Routing congestion map:
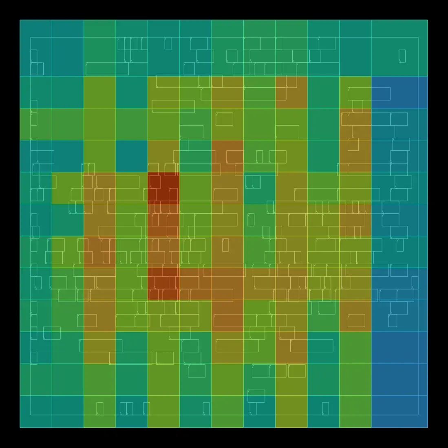
Cells colored by class:
Bar = 20 um.
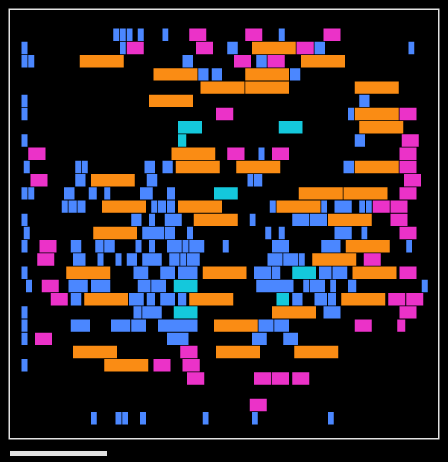
Register map, names as in the netlist:
Other sequential cells in the stronger gray, the rest of the logic in the fainter gray.
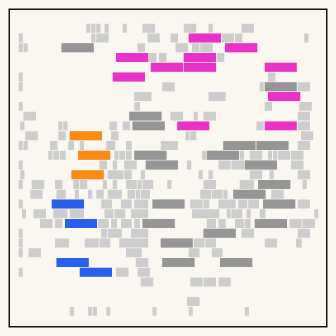
Routed clock nets over the placement:
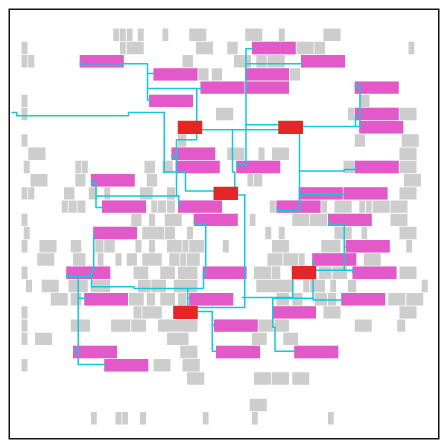
[src/rtl/fc_pkg.sv]
`default_nettype none
// ============================================================================
// Module      : fc_pkg
// Description : Shared definitions for the FC layer sequencer: one-hot operand
//               type codes, sequencer state encoding and a type-check helper.
// Revision    : 1.0 - initial release
// ============================================================================
package fc_pkg;

    // One-hot operand type codes presented by the read controller
    localparam logic [2:0] FC_DT_DATA   = 3'b001;
    localparam logic [2:0] FC_DT_WEIGHT = 3'b010;
    localparam logic [2:0] FC_DT_BIAS   = 3'b100;

    // Sequencer state encoding
    typedef enum logic [2:0] {
        FC_ST_IDLE   = 3'd0,
        FC_ST_LSTART = 3'd1,
        FC_ST_RD     = 3'd2,
        FC_ST_WR     = 3'd3,
        FC_ST_NEXT   = 3'd4,
        FC_ST_FIN    = 3'd5
    } fc_seq_state_t;

    // True only for one of the three legal operand codes
    function automatic logic fc_dt_onehot(input logic [2:0] dt);
        return (dt == FC_DT_DATA) || (dt == FC_DT_WEIGHT) || (dt == FC_DT_BIAS);
    endfunction

endpackage
`default_nettype wire

[src/rtl/fc_addr_gen.sv]
`default_nettype none
// ============================================================================
// Module      : fc_addr_gen
// Description : Combinational base-address generator. Read data ping-pongs
//               between two buffers by layer parity, writes target the other
//               buffer, weight/bias bases advance by a fixed stride per layer.
//               All arithmetic wraps in ADDR_W bits.
// Revision    : 1.0 - initial release
// ============================================================================
module fc_addr_gen
    import fc_pkg::*;
#(
    parameter int          ADDR_W        = 28,
    parameter int          LAYER_W       = 4,
    parameter int unsigned DATA_BASE_A   = 32'h0,
    parameter int unsigned DATA_BASE_B   = 32'h100000,
    parameter int unsigned WEIGHT_BASE   = 32'h200000,
    parameter int unsigned WEIGHT_STRIDE = 32'h10000,
    parameter int unsigned BIAS_BASE     = 32'h800000,
    parameter int unsigned BIAS_STRIDE   = 32'h100
) (
    input  logic [LAYER_W-1:0] i_layer,
    input  logic [2:0]         i_data_type,
    input  logic               i_is_wr,
    output logic [ADDR_W-1:0]  o_addr
);

    localparam logic [ADDR_W-1:0] C_DATA_A   = ADDR_W'(DATA_BASE_A);
    localparam logic [ADDR_W-1:0] C_DATA_B   = ADDR_W'(DATA_BASE_B);
    localparam logic [ADDR_W-1:0] C_W_BASE   = ADDR_W'(WEIGHT_BASE);
    localparam logic [ADDR_W-1:0] C_W_STRIDE = ADDR_W'(WEIGHT_STRIDE);
    localparam logic [ADDR_W-1:0] C_B_BASE   = ADDR_W'(BIAS_BASE);
    localparam logic [ADDR_W-1:0] C_B_STRIDE = ADDR_W'(BIAS_STRIDE);

    logic [ADDR_W-1:0] w_layer_ext;

    // Select the operand base for the current layer; illegal types yield 0
    always_comb begin
        w_layer_ext = ADDR_W'(i_layer);
        o_addr      = '0;
        if (i_is_wr) begin
            o_addr = i_layer[0] ? C_DATA_A : C_DATA_B;
        end else begin
            case (i_data_type)
                FC_DT_DATA:   o_addr = i_layer[0] ? C_DATA_B : C_DATA_A;
                FC_DT_WEIGHT: o_addr = C_W_BASE + w_layer_ext * C_W_STRIDE;
                FC_DT_BIAS:   o_addr = C_B_BASE + w_layer_ext * C_B_STRIDE;
                default:      o_addr = '0;
            endcase
        end
    end

endmodule
`default_nettype wire

[src/rtl/fc_seq_ctrl.sv]
`default_nettype none
// ============================================================================
// Module      : fc_seq_ctrl
// Description : Multi-layer FC sequencer. Runs num_layers layers back to back,
//               answering read-controller base-address requests and issuing
//               the write base for each layer's output.
//               Optional feature macro: FC_SEQ_CTRL_TIMEOUT_EN enables a
//               watchdog on the RD/WR waits that raises fc_err and finishes.
// Revision    : 1.0 - initial release
// ============================================================================
module fc_seq_ctrl
    import fc_pkg::*;
#(
    parameter int          ADDR_W        = 28,
    parameter int          LAYER_W       = 4,
    parameter int unsigned DATA_BASE_A   = 32'h0,
    parameter int unsigned DATA_BASE_B   = 32'h100000,
    parameter int unsigned WEIGHT_BASE   = 32'h200000,
    parameter int unsigned WEIGHT_STRIDE = 32'h10000,
    parameter int unsigned BIAS_BASE     = 32'h800000,
    parameter int unsigned BIAS_STRIDE   = 32'h100,
    parameter int unsigned TIMEOUT_CYC   = 4096
) (
    input  logic               clk,
    input  logic               rst_n,
    input  logic               fc_en,
    input  logic [LAYER_W-1:0] num_layers,
    output logic               fc_busy,
    output logic               fc_done,
    output logic               fc_err,
    output logic [LAYER_W-1:0] fc_layer,
    output logic               rd_layer_start,
    input  logic               rd_addr_rq,
    input  logic [2:0]         rd_data_type,
    input  logic               rd_end,
    output logic               rd_addr_en,
    output logic [ADDR_W-1:0]  rd_addr,
    output logic               wr_addr_en,
    output logic [ADDR_W-1:0]  wr_addr,
    input  logic               wr_done
);

    localparam logic [2:0] C_ST_IDLE   = FC_ST_IDLE;
    localparam logic [2:0] C_ST_LSTART = FC_ST_LSTART;
    localparam logic [2:0] C_ST_RD     = FC_ST_RD;
    localparam logic [2:0] C_ST_WR     = FC_ST_WR;
    localparam logic [2:0] C_ST_NEXT   = FC_ST_NEXT;
    localparam logic [2:0] C_ST_FIN    = FC_ST_FIN;

    logic [2:0]         r_state_q,   w_state_d;
    logic [LAYER_W-1:0] r_num_q,     w_num_d;
    logic [LAYER_W-1:0] r_layer_q,   w_layer_d;
    logic               r_busy_q,    w_busy_d;
    logic               r_done_q,    w_done_d;
    logic               r_err_q,     w_err_d;
    logic               r_lstart_q,  w_lstart_d;
    logic               r_rd_en_q,   w_rd_en_d;
    logic [ADDR_W-1:0]  r_rd_addr_q, w_rd_addr_d;
    logic               r_wr_en_q,   w_wr_en_d;
    logic [ADDR_W-1:0]  r_wr_addr_q, w_wr_addr_d;

    logic [ADDR_W-1:0]  w_gen_addr;
    logic [LAYER_W-1:0] w_layer_inc;
    logic               w_rq_ok;
    logic               w_timeout;

    assign w_layer_inc = r_layer_q + LAYER_W'(1);
    assign w_rq_ok     = rd_addr_rq && fc_dt_onehot(rd_data_type);

    // rd_end selects the write-base path, so a coincident request gets nothing
    fc_addr_gen #(
        .ADDR_W        (ADDR_W),
        .LAYER_W       (LAYER_W),
        .DATA_BASE_A   (DATA_BASE_A),
        .DATA_BASE_B   (DATA_BASE_B),
        .WEIGHT_BASE   (WEIGHT_BASE),
        .WEIGHT_STRIDE (WEIGHT_STRIDE),
        .BIAS_BASE     (BIAS_BASE),
        .BIAS_STRIDE   (BIAS_STRIDE)
    ) u_addr_gen (
        .i_layer     (r_layer_q),
        .i_data_type (rd_data_type),
        .i_is_wr     (rd_end),
        .o_addr      (w_gen_addr)
    );

`ifdef FC_SEQ_CTRL_TIMEOUT_EN
    localparam int C_WD_W = $clog2(TIMEOUT_CYC + 1);
    localparam logic [C_WD_W-1:0] C_WD_LAST = C_WD_W'(TIMEOUT_CYC - 1);

    logic [C_WD_W-1:0] r_wd_q, w_wd_d;
    logic              w_wd_wait;
    logic              w_wd_kick;

    // Watchdog: counts stalled RD/WR cycles; any accepted event or state change restarts it
    always_comb begin
        w_wd_wait = (r_state_q == C_ST_RD) || (r_state_q == C_ST_WR);
        w_wd_kick = (r_state_q == C_ST_RD) ? (rd_end || w_rq_ok) : wr_done;
        w_timeout = w_wd_wait && !w_wd_kick && (r_wd_q == C_WD_LAST);
        w_wd_d    = (w_wd_wait && !w_wd_kick && !w_timeout) ? r_wd_q + C_WD_W'(1) : '0;
    end

    // Watchdog counter register
    always_ff @(posedge clk or negedge rst_n) begin
        if (!rst_n) begin
            r_wd_q <= '0;
        end else begin
            r_wd_q <= w_wd_d;
        end
    end
`else
    assign w_timeout = 1'b0;
`endif

    // Sequencer next-state and registered-output logic
    always_comb begin
        w_state_d   = r_state_q;
        w_num_d     = r_num_q;
        w_layer_d   = r_layer_q;
        w_err_d     = r_err_q;
        w_done_d    = 1'b0;
        w_lstart_d  = 1'b0;
        w_rd_en_d   = 1'b0;
        w_rd_addr_d = r_rd_addr_q;
        w_wr_en_d   = 1'b0;
        w_wr_addr_d = r_wr_addr_q;
        w_busy_d    = (r_state_q != C_ST_IDLE) && (r_state_q != C_ST_FIN);
        case (r_state_q)
            C_ST_IDLE: begin
                if (fc_en) begin
                    w_num_d   = num_layers;
                    w_layer_d = '0;
                    w_err_d   = 1'b0;
                    w_state_d = (num_layers == '0) ? C_ST_FIN : C_ST_LSTART;
                end
            end
            C_ST_LSTART: begin
                // Layer 0's pulse trails the start handshake by one cycle;
                // later layers pulse on the NEXT->LSTART edge instead.
                w_lstart_d = (r_layer_q == '0);
                w_state_d  = C_ST_RD;
            end
            C_ST_RD: begin
                if (rd_end) begin
                    w_wr_addr_d = w_gen_addr;
                    w_wr_en_d   = 1'b1;
                    w_state_d   = C_ST_WR;
                end else if (w_rq_ok) begin
                    w_rd_addr_d = w_gen_addr;
                    w_rd_en_d   = 1'b1;
                end else if (w_timeout) begin
                    w_err_d   = 1'b1;
                    w_state_d = C_ST_FIN;
                end
            end
            C_ST_WR: begin
                if (wr_done) begin
                    w_state_d = C_ST_NEXT;
                end else if (w_timeout) begin
                    w_err_d   = 1'b1;
                    w_state_d = C_ST_FIN;
                end
            end
            C_ST_NEXT: begin
                if (w_layer_inc == r_num_q) begin
                    w_state_d = C_ST_FIN;
                end else begin
                    w_layer_d  = w_layer_inc;
                    w_lstart_d = 1'b1;
                    w_state_d  = C_ST_LSTART;
                end
            end
            C_ST_FIN: begin
                w_done_d  = 1'b1;
                w_state_d = C_ST_IDLE;
            end
            default: begin
                w_state_d = C_ST_IDLE;
            end
        endcase
    end

    // State and output registers; reset aborts any run without a done pulse
    always_ff @(posedge clk or negedge rst_n) begin
        if (!rst_n) begin
            r_state_q   <= C_ST_IDLE;
            r_num_q     <= '0;
            r_layer_q   <= '0;
            r_busy_q    <= 1'b0;
            r_done_q    <= 1'b0;
            r_err_q     <= 1'b0;
            r_lstart_q  <= 1'b0;
            r_rd_en_q   <= 1'b0;
            r_rd_addr_q <= '0;
            r_wr_en_q   <= 1'b0;
            r_wr_addr_q <= '0;
        end else begin
            r_state_q   <= w_state_d;
            r_num_q     <= w_num_d;
            r_layer_q   <= w_layer_d;
            r_busy_q    <= w_busy_d;
            r_done_q    <= w_done_d;
            r_err_q     <= w_err_d;
            r_lstart_q  <= w_lstart_d;
            r_rd_en_q   <= w_rd_en_d;
            r_rd_addr_q <= w_rd_addr_d;
            r_wr_en_q   <= w_wr_en_d;
            r_wr_addr_q <= w_wr_addr_d;
        end
    end

    assign fc_busy        = r_busy_q;
    assign fc_done        = r_done_q;
    assign fc_err         = r_err_q;
    assign fc_layer       = r_layer_q;
    assign rd_layer_start = r_lstart_q;
    assign rd_addr_en     = r_rd_en_q;
    assign rd_addr        = r_rd_addr_q;
    assign wr_addr_en     = r_wr_en_q;
    assign wr_addr        = r_wr_addr_q;

endmodule
`default_nettype wire

[config.mk]
export PLATFORM = sky130hd
export DESIGN_NAME = fc_seq_ctrl
export DESIGN_NICKNAME = d
export VERILOG_FILES = /design/src/rtl/fc_pkg.sv /design/src/rtl/fc_addr_gen.sv /design/src/rtl/fc_seq_ctrl.sv
export SDC_FILE = /design/constraint.sdc
export NUM_CORES = 1
export LEC_CHECK = 0
export CELL_PAD_IN_SITES_DETAIL_PLACEMENT = 0
export CELL_PAD_IN_SITES_GLOBAL_PLACEMENT = 2
export CORE_MARGIN = 2
export CORE_UTILIZATION = 28
export DETAILED_ROUTE_END_ITERATION = 16
export GPL_TIMING_DRIVEN = 1
export PLACE_DENSITY = 0.91
export SLEW_MARGIN = 20
export SYNTH_ARGS = -nofsm -noshare
export SYNTH_HDL_FRONTEND = slang
export SYNTH_SLANG_ARGS = --single-unit
[constraint.sdc]
create_clock -name clk -period 4 [get_ports clk]
set_clock_uncertainty 0.05 [all_clocks]
set_input_delay 1 -clock clk [delete_from_list [all_inputs] [get_ports clk]]
set_output_delay 1 -clock clk [all_outputs]
set_load 0.01 [all_outputs]
==> results.cfg <==
; yosys + openroad results
[synth]
compound_area_frac = 0.115
synth_cells = 185
topCellsByArea = dfrtp_1 (48%), buf_4 (13%), and2_1 (3.5%), mux2_2 (2.8%), mux2i_1 (2.5%)
synth_area_um2 = 1980
synth_area_per_cell_um2 = 10.7
synth-simple-area-share = 0.137
yosys_cells = 185
ys.flops = 38
yosysMostFrequentCell = dfrtp_1
ys_top_logic_family = buffers and inverters
edf_count = 0

[final_timing]
rsz0062_at_grt = false
period_minus_slack_ns = 2.52
setup_ws_ns = 1.48
finalHoldViolations = 0
whs_ns = 0.436

[detailed_routing]
vias = 1369
top_layer = met4
ant_nets = 0
firstDrtPassIters = 4
drc = 0
routed_wl_um = 3940
wl_met1_um = 1840

[final_layout]
buf_share = 0.173
final_util = 0.361
lay_top_count = clkdlybuf4s50_1
synthToLayoutAreaGrowth_pct = 24.7
clkCellAreaFrac = 0.0386
nFillCells = 731
nets = 245
top_area_cell_class = flip-flops and latches
nNonClkBuffers = 43
ff_count = 38
finalNonFillerCells = 327

[run]
warnings = 27

[place]
dp_hpwl_um = 2940
dp.cells = 319
post-place-ws_ns = 1.23
place_area_um2 = 2370

[critical_path]
startpoint_type = flop
crit_family = buffers and inverters
crit_start = fc_layer[0]
path_buffers = 1
crit_fanout = 10
cp_slowest_cell = clkdlybuf4s50_1
r2r_cells = 5
r2r-end = rd_addr[20]
crit_chain = clkdlybuf4s50_1

[global_routing]
grt_busiest_layer = met2
grt_use_met2 = 0.176
overflow = 0
grtUsageMet3 = 0.0377

[clock_tree]
clkTransAtPathRegs_ns = 0.08
worstSkewPairLatency_ns = 0.29
hold_buffers = 0
clk_path_buf_depth = 2
cts_root_buf = clkbuf_8
cts_buffers = 5
tritoncts = done

[pwr]
power_mw = 1.38
p_leak_nw = 1.10
p_int_mw = 0.884

[outcome]
status = finished, final reports clean

[die]
core_um2 = 6830
chipHeight_um = 88.1

[hold_path]
hp-start = wr_addr[10]
Notes on 'routing congestion map' above:
DR WL/cell: 12.0 um
met1 usage: 0.132

Notes on 'cells colored by class' above:
Key: orange = flip-flops [cells 38]; cyan = clock drivers and dummy loads [cells 8]; magenta = other buffers and delay cells [cells 43]; blue = all other logic [cells 142]

Notes on 'register map, names as in the netlist' above:
Key: magenta = wr_addr [flops 11]; blue = r_num_q [flops 4, where lower left]; orange = r_state_q [flops 3]
Another 20 sequential cells are not colored.

Notes on 'routed clock nets over the placement' above:
Key: cyan = clock wires [length 523 um]; magenta = flip-flops [count 38]; red = cells driving clock nets [count 5]
Position of the flops: widely spread.

